**config.mk**
```make
export PLATFORM = sky130hd
export DESIGN_NAME = alu_wb_buffer
export DESIGN_NICKNAME = d
export VERILOG_FILES = /design/src/rtl/alu_wb_buffer.sv
export SDC_FILE = /design/constraint.sdc
export NUM_CORES = 1
export LEC_CHECK = 0
export CORE_ASPECT_RATIO = 1.75
export CORE_MARGIN = 4
export CORE_UTILIZATION = 47
export CTS_CLUSTER_DIAMETER = 40
export DETAILED_ROUTE_END_ITERATION = 16
export GPL_ROUTABILITY_DRIVEN = 0
export GPL_TIMING_DRIVEN = 0
export HOLD_SLACK_MARGIN = 0.02
export PLACE_DENSITY = 0.8
export SYNTH_ARGS = -nofsm -noshare
export SYNTH_HDL_FRONTEND = slang
export SYNTH_SLANG_ARGS = --single-unit
```
**constraint.sdc**
```tcl
create_clock -name clk -period 1.9 [get_ports clk]
set_input_delay 0.38 -clock clk [delete_from_list [all_inputs] [get_ports clk]]
set_output_delay 0.38 -clock clk [all_outputs]
set_load 0.05 [all_outputs]
```
**src/rtl/alu_wb_buffer.sv**
```systemverilog
// Execute-to-writeback buffer: 2-entry FIFO for packed-SIMD ALU results that
// updates the Z/N/V flags and a saturation event counter on retirement.
module alu_wb_buffer #(
    parameter int unsigned DEPTH = 2,
    parameter int unsigned CNT_W = 8
) (
    input  logic             clk,
    input  logic             rst_n,
    input  logic             in_valid,
    output logic             in_ready,
    input  logic [15:0]      in_result,
    input  logic             in_ov_hi,
    input  logic             in_ov_lo,
    input  logic [3:0]       in_rd,
    input  logic             in_we,
    input  logic             in_flag_en,
    input  logic             flush,
    output logic             out_valid,
    input  logic             out_ready,
    output logic [15:0]      out_result,
    output logic [3:0]       out_rd,
    output logic             out_we,
    output logic             flag_z,
    output logic             flag_n,
    output logic             flag_v,
    output logic [CNT_W-1:0] sat_cnt,
    input  logic             sat_clr
);

    localparam int unsigned RES_W = 16;
    localparam int unsigned RD_W  = 4;
    localparam int unsigned CW    = 2;

    typedef struct packed {
        logic [RES_W-1:0] result;
        logic             ov_hi;
        logic             ov_lo;
        logic [RD_W-1:0]  rd;
        logic             we;
        logic             flag_en;
    } entry_t;

    entry_t           mem_q [2];
    entry_t           mem_d [2];
    logic             wr_ptr_q, wr_ptr_d;
    logic             rd_ptr_q, rd_ptr_d;
    logic [CW-1:0]    count_q, count_d;
    logic             in_ready_q, in_ready_d;
    logic             out_valid_q, out_valid_d;
    logic             out_we_q, out_we_d;
    logic [RES_W-1:0] out_result_q, out_result_d;
    logic [RD_W-1:0]  out_rd_q, out_rd_d;
    logic             flag_z_q, flag_z_d;
    logic             flag_n_q, flag_n_d;
    logic             flag_v_q, flag_v_d;
    logic [CNT_W-1:0] sat_cnt_q, sat_cnt_d;
    logic             push_c, pop_c, head_sat_c;

    assign push_c     = in_valid & in_ready_q & ~flush;
    assign pop_c      = out_valid_q & out_ready & ~flush;
    assign head_sat_c = mem_q[rd_ptr_q].ov_hi | mem_q[rd_ptr_q].ov_lo;

    // Next-state for storage, pointers, retirement side effects and the
    // registered view of the next head entry.
    always_comb begin
        mem_d     = mem_q;
        wr_ptr_d  = wr_ptr_q;
        rd_ptr_d  = rd_ptr_q;
        count_d   = count_q;
        flag_z_d  = flag_z_q;
        flag_n_d  = flag_n_q;
        flag_v_d  = flag_v_q;
        sat_cnt_d = sat_cnt_q;

        if (push_c) begin
            mem_d[wr_ptr_q] = '{result: in_result, ov_hi: in_ov_hi, ov_lo: in_ov_lo,
                                rd: in_rd, we: in_we, flag_en: in_flag_en};
            wr_ptr_d = ~wr_ptr_q;
        end
        if (pop_c) begin
            rd_ptr_d = ~rd_ptr_q;
        end

        case ({push_c, pop_c})
            2'b10:   count_d = count_q + CW'(1);
            2'b01:   count_d = count_q - CW'(1);
            default: count_d = count_q;
        endcase

        if (flush) begin
            count_d  = '0;
            wr_ptr_d = 1'b0;
            rd_ptr_d = 1'b0;
        end

        if (pop_c && mem_q[rd_ptr_q].flag_en) begin
            flag_z_d = (mem_q[rd_ptr_q].result == RES_W'(0));
            flag_n_d = mem_q[rd_ptr_q].result[RES_W-1];
            flag_v_d = head_sat_c;
        end

        // Clear wins over a same-cycle increment; the counter sticks at max.
        if (sat_clr) begin
            sat_cnt_d = '0;
        end else if (pop_c && head_sat_c && (sat_cnt_q != {CNT_W{1'b1}})) begin
            sat_cnt_d = sat_cnt_q + CNT_W'(1);
        end

        out_valid_d  = (count_d != CW'(0));
        in_ready_d   = (count_d != CW'(DEPTH));
        out_result_d = mem_d[rd_ptr_d].result;
        out_rd_d     = mem_d[rd_ptr_d].rd;
        out_we_d     = out_valid_d & mem_d[rd_ptr_d].we;
    end

    always_ff @(posedge clk or negedge rst_n) begin
        if (!rst_n) begin
            mem_q[0]     <= '0;
            mem_q[1]     <= '0;
            wr_ptr_q     <= 1'b0;
            rd_ptr_q     <= 1'b0;
            count_q      <= '0;
            in_ready_q   <= 1'b1;
            out_valid_q  <= 1'b0;
            out_we_q     <= 1'b0;
            out_result_q <= '0;
            out_rd_q     <= '0;
            flag_z_q     <= 1'b0;
            flag_n_q     <= 1'b0;
            flag_v_q     <= 1'b0;
            sat_cnt_q    <= '0;
        end else begin
            mem_q        <= mem_d;
            wr_ptr_q     <= wr_ptr_d;
            rd_ptr_q     <= rd_ptr_d;
            count_q      <= count_d;
            in_ready_q   <= in_ready_d;
            out_valid_q  <= out_valid_d;
            out_we_q     <= out_we_d;
            out_result_q <= out_result_d;
            out_rd_q     <= out_rd_d;
            flag_z_q     <= flag_z_d;
            flag_n_q     <= flag_n_d;
            flag_v_q     <= flag_v_d;
            sat_cnt_q    <= sat_cnt_d;
        end
    end

    assign in_ready   = in_ready_q;
    assign out_valid  = out_valid_q;
    assign out_we     = out_we_q;
    assign out_result = out_result_q;
    assign out_rd     = out_rd_q;
    assign flag_z     = flag_z_q;
    assign flag_n     = flag_n_q;
    assign flag_v     = flag_v_q;
    assign sat_cnt    = sat_cnt_q;

endmodule

```
### Routed clock nets over the placement, run 1

The bar under the picture is 20 µm long.
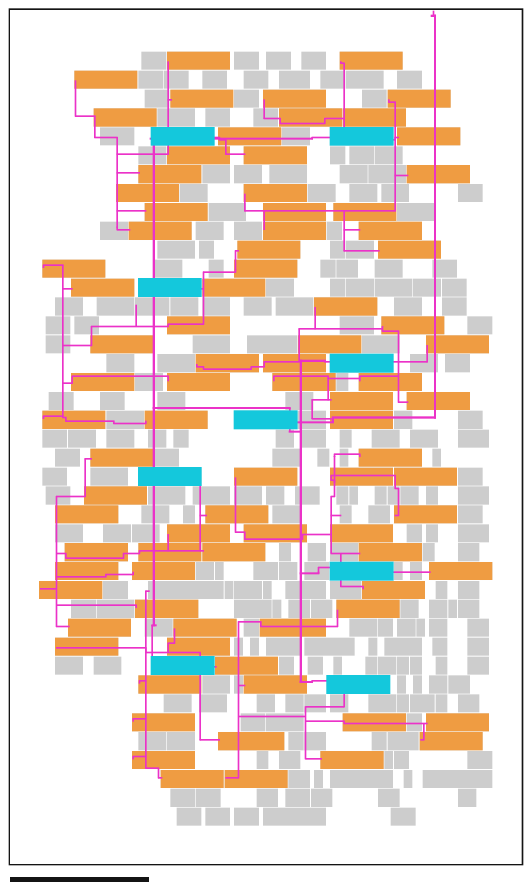
[cyan] cells driving clock nets | count: 9
[magenta] clock wires | length: 981 µm
[orange] flip-flops | count: 86
flops lie	widely spread

### I/O pins on the die edge, run 1

Pins as bars across the die edge, other pins in grey.
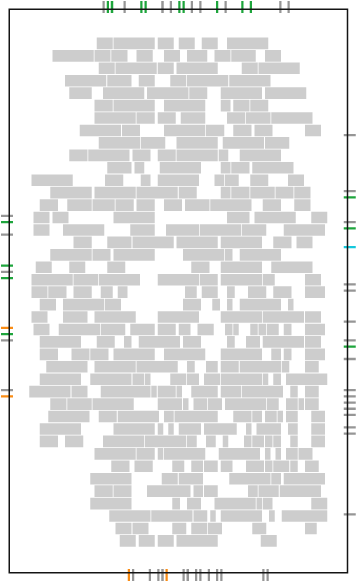
colour	port	pins	direction	edge
orange	out_rd	4	output	2 south, 2 west
cyan	in_ov_hi	1	input	east
green	in_result	16	input	9 north, 4 west, 3 east

==> flow_summary_export.csv, run 1 <==
group,metric,value,unit
critical_path,cp_num_cells,5,
clocking,clock_sinks,86,
place,pre_cts_slack,-0.542,ns
grt,grt_pass1_wl,11800,µm
place,dp_cells,400,
synth,synthTopCellsByCount,"dfrtp_1 (85), mux2_2 (70), nor2_1 (11), a21oi_1 (7), buf_2 (6)",
die,tap_cells,86,
grt,grt_max_degree,74,
synth,top_area_share,60.0,%
grt,use_met3,3.17,%
layout,logic_area,0.00144,mm²
routing,wirelength,7370,µm
sta,finalCritPeriodShare,97.9,%
layout,comb_cells,149,
critical_path,r2r_start,"in_ready",
synth,syn_area,0.00355,mm²
synth,topCellsByArea,"dfrtp_1 (60%), mux2_2 (22%), mux2i_1 (1.4%), nor2_1 (1.2%), a21oi_1 (0.99%)",
die,ios,64,
layout,sh_seq_area,44.9,%
routing,wl_met1,2840,µm
layout,area_growth,35.3,%
synth,ys_top_logic_family,"multiplexers",
synth,synthArstFlopShare,100,%
layout,largest_register_ffs,42,
layout,nFillCells,573,
layout,nNonClkBuffers,78,
power_and_ir_drop,pwr-share-clk,27.5,%
layout,layout.nonclk_buf_share,15.9,%
die,die_x,73.7,µm
critical_path,critPathKind,"reg -> reg",
synth,yosysChipArea,0.00355,mm²
power_and_ir_drop,p_seq_share,40.6,%
outcome,status,"completed",
synth,ys_sh_simple,8.43,%
job,max_cap_violations,0,
layout,comb_share,30.1,%
synth,most_common_cell,"dfrtp_1",
sta,fmax,538,MHz
synth,avgSynthCellArea,14.2,µm²
critical_path,r2r-end,"out_result[7]",
critical_path,timing.critical_path.fanout_max,10,
critical_path,path_cells,"nor4bb_4 > buf_4 > buf_8 > mux2_4 > mux2_2",
critical_path,cp_data_arrival_time,2.07,ns
critical_path,cp_slowest_cell,"dfstp_2",
die,rows,41,
place,portBuffers,63,
### Wiring by layer, run 1

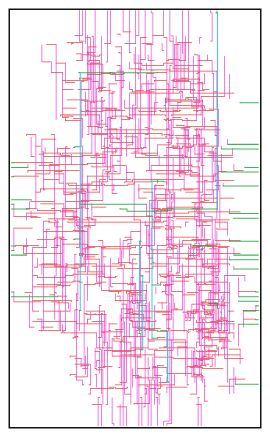
colour	layer	wire length
red	met1	2,840 µm
magenta	met2	4,020 µm
cyan	met4	238 µm
green	met3	267 µm

[run 1: placed cells by master, fill, tap and decap left out, types with 2 or more instances in the layout]
cell             instances
mux2_4                  17
nand3_1                  5
mux2i_1                  4
dfrtp_1                 84
dlygate4sd2_1           12
buf_4                    8
a21oi_1                  6
buf_2                    3
nor2b_1                  3
nor2_1                  10
nor4_1                   5
dlymetal6s2s_1           5
or4_1                    4
o31ai_1                  2
clkbuf_8                 3
clkbuf_16                9
o21ai_0                  3
inv_1                    5
xnor2_1                  2
nand2_1                  4
mux2_2                  53
nand2b_1                 3
clkdlybuf4s50_1         44
nor3_1                   2
### Placed cells, one colour a class, run 1

Fill, decap, tap and diode cells in grey.
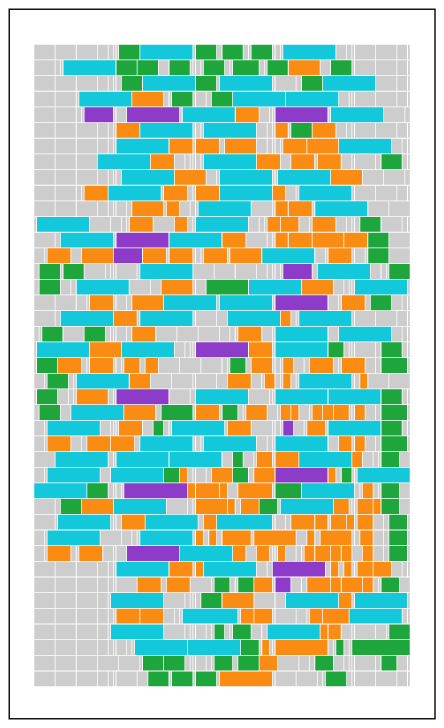

==> run 2: changes to the inputs <==
- CORE_ASPECT_RATIO: 1.75 -> 0.8
- CORE_MARGIN: 4 -> 2
### Placed cells, one colour a class, run 2

Fill, decap, tap and diode cells in grey.
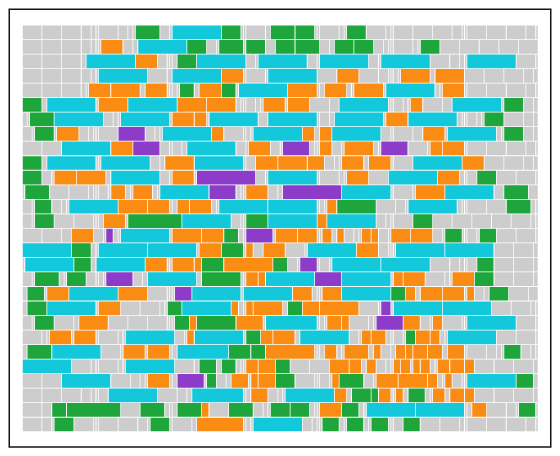
colour	class	cells	share of their area
cyan	flip-flops	86	45%
green	other buffers and delay cells	87	19%
orange	all other logic	154	31%
purple	clock drivers and dummy loads	16	4.7%

### I/O pins on the die edge, run 2

Pins as bars across the die edge, other pins in grey.
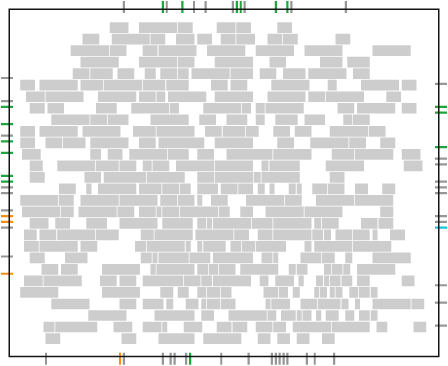
colour	port	pins	direction	edge
orange	out_rd	4	output	3 west, 1 south
cyan	in_ov_hi	1	input	east
green	in_result	16	input	6 west, 6 north, 3 east, 1 south
all pins by edge	18 south, 17 west, 15 east, 14 north

### Wiring by layer, run 2

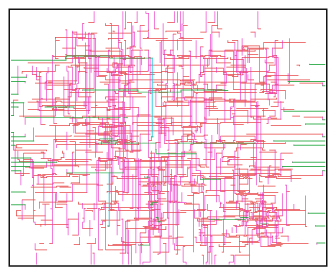
colour	layer	wire length
cyan	met4	90.4 µm
magenta	met2	3,380 µm
red	met1	3,300 µm
green	met3	420 µm

==> flow_summary_export.csv, run 2 <==
group,metric,value,unit
outcome,status,"completed",
critical_path,cp_slowest_cell,"dfstp_2",
synth,topCellsByArea,"dfrtp_1 (60%), mux2_2 (22%), mux2i_1 (1.4%), nor2_1 (1.2%), a21oi_1 (0.99%)",
job,max_cap_violations,0,
grt,grt_max_degree,47,
synth,most_common_cell,"dfrtp_1",
sta,fmax,536,MHz
die,die_x,101,µm
layout,logic_area,0.00144,mm²
place,dp_cells,404,
synth,yosysChipArea,0.00355,mm²
critical_path,timing.critical_path.fanout_max,6,
synth,top_area_share,60.0,%
grt,grt_pass1_wl,11700,µm
synth,synthArstFlopShare,100,%
routing,wirelength,7190,µm
place,portBuffers,63,
synth,ys_sh_simple,8.43,%
synth,ys_top_logic_family,"multiplexers",
layout,area_growth,37.1,%
critical_path,r2r-end,"out_result[4]",
synth,avgSynthCellArea,14.2,µm²
critical_path,critPathKind,"reg -> reg",
layout,nFillCells,549,
critical_path,r2r_start,"in_ready",
run 2: cell count changes in the layout (fill, tap and decap cells not counted), sizes merged:
cell,change
buf,+9
bufinv,+1
clkbuf,-1
clkdlybuf4s50,-13
clkinv,+2
clkinvlp,-1
dlygate4sd2,+4
dlymetal6s2s,+9
run 2: layout make-up:
type	count	area share, %
Buffer	10	2.16
Clock buffer	11	2.91
Clock inverter	5	1.70
Inverter	5	0.386
Multi-Input combinational cell	149	29.7
Sequential cell	86	44.4
Tap cell	90	2.32
Timing Repair Buffer	77	16.5
run 2: layer usage:
layer  vias up  global-route usage (%)
met1      1153                    25.1
met5         -                       0
met2        67                    29.3
li1       1081                       -
met4         0                    5.27
met3        10                    6.47
run 2: power breakdown:
group	switching [mW]	internal (mW)
Combinational	1.16	0.939
Clock	0.632	0.779
Sequential	0.245	2.37
==> run 3: changes to the inputs <==
- CTS_CLUSTER_DIAMETER: 40 -> 200
### Cell outlines without signal wires, run 3

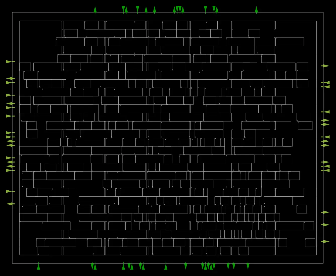
tapcell count: 90
core box area: 0.00736 mm²
Finished Core Util: 66.1%

### Wiring by layer, run 3

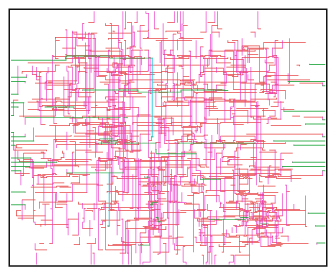
colour	layer	wire length
cyan	met4	90.4 µm
red	met1	3,300 µm
green	met3	420 µm
magenta	met2	3,380 µm

==> flow_summary_export.csv, run 3 <==
group,metric,value,unit
synth,most_common_cell,"dfrtp_1",
layout,largest_class,"flip-flops and latches",
layout,comb_share,29.7,%
sta,fmax,536,MHz
outcome,status,"completed",
power_and_ir_drop,p_seq_share,42.7,%
layout,comb_cells,149,
grt,use_met1,25.1,%
layout,logic_area,0.00144,mm²
place,portBuffers,63,
layout,area_growth,37.1,%
grt,grt_busiest_layer,"met2",
critical_path,r2r-end,"out_result[4]",
power_and_ir_drop,top_power_group,"registers",
synth,top_area_share,60.0,%
power_and_ir_drop,internal-power,4.08,mW
job,max_cap_violations,0,
critical_path,r2r_start,"in_ready",
power_and_ir_drop,switchingPower,2.03,mW
synth,synthArstFlopShare,100,%
layout,clockBufferCount,11,
layout,nNonClkBuffers,87,
layout,layout.nonclk_buf_share,18.7,%
synth,yosysChipArea,0.00355,mm²
layout,nFillCells,549,
grt,grt_pass1_wl,11700,µm
critical_path,cp_slowest_cell,"dfstp_2",
routing,wirelength,7190,µm
grt,use_met3,6.47,%
layout,sh_seq_area,44.4,%
### Placed cells, one colour a class, run 3

Fill, decap, tap and diode cells in grey.
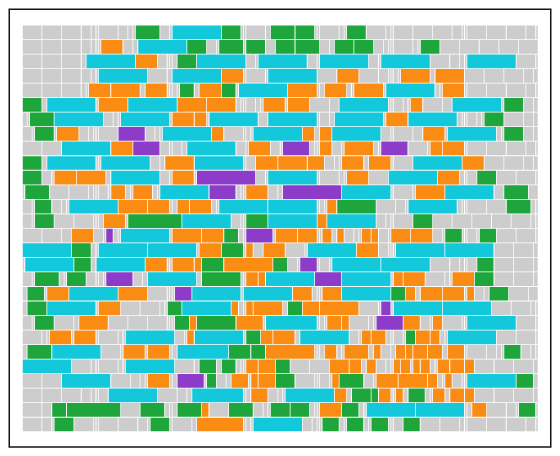
colour	class	cells	share of their area
orange	all other logic	154	31%
green	other buffers and delay cells	87	19%
purple	clock drivers and dummy loads	16	4.7%
cyan	flip-flops	86	45%

[run 3: how the worst max path moves through the flow]
stage	end	slack, ns	from
final	out_result[4]	0.03	in_ready
after global routing	in_ready	-0.02	in_ready
after CTS	out_result[4]	-0.04	in_ready
after detailed placement	out_result[11]	-0.53	flush
after global placement	out_valid	-2.88	rst_n
after floorplan	out_result[10]	-0.07	in_ready
[run 3: critical path: cells and delay by family, from the launching register on]
family | cells | cell delay [ns]
flops | 1 | 0.56
buf+inv | 3 | 0.41
mux | 2 | 0.57
simple gates | 1 | 0.22
[run 3: logic make-up after synthesis]
kind of cell / share of synthesized area, %
AND-OR/OR-AND: 3.63
XOR/XNOR: 0.741
adder cells (fa/ha/maj): 0.706
buffers and inverters: 2.12
flip-flops: 60.7
multiplexers: 23.6
AND/OR/NAND/NOR: 8.43
Power figures rest on the tool's default switching activity, not on a simulated workload.
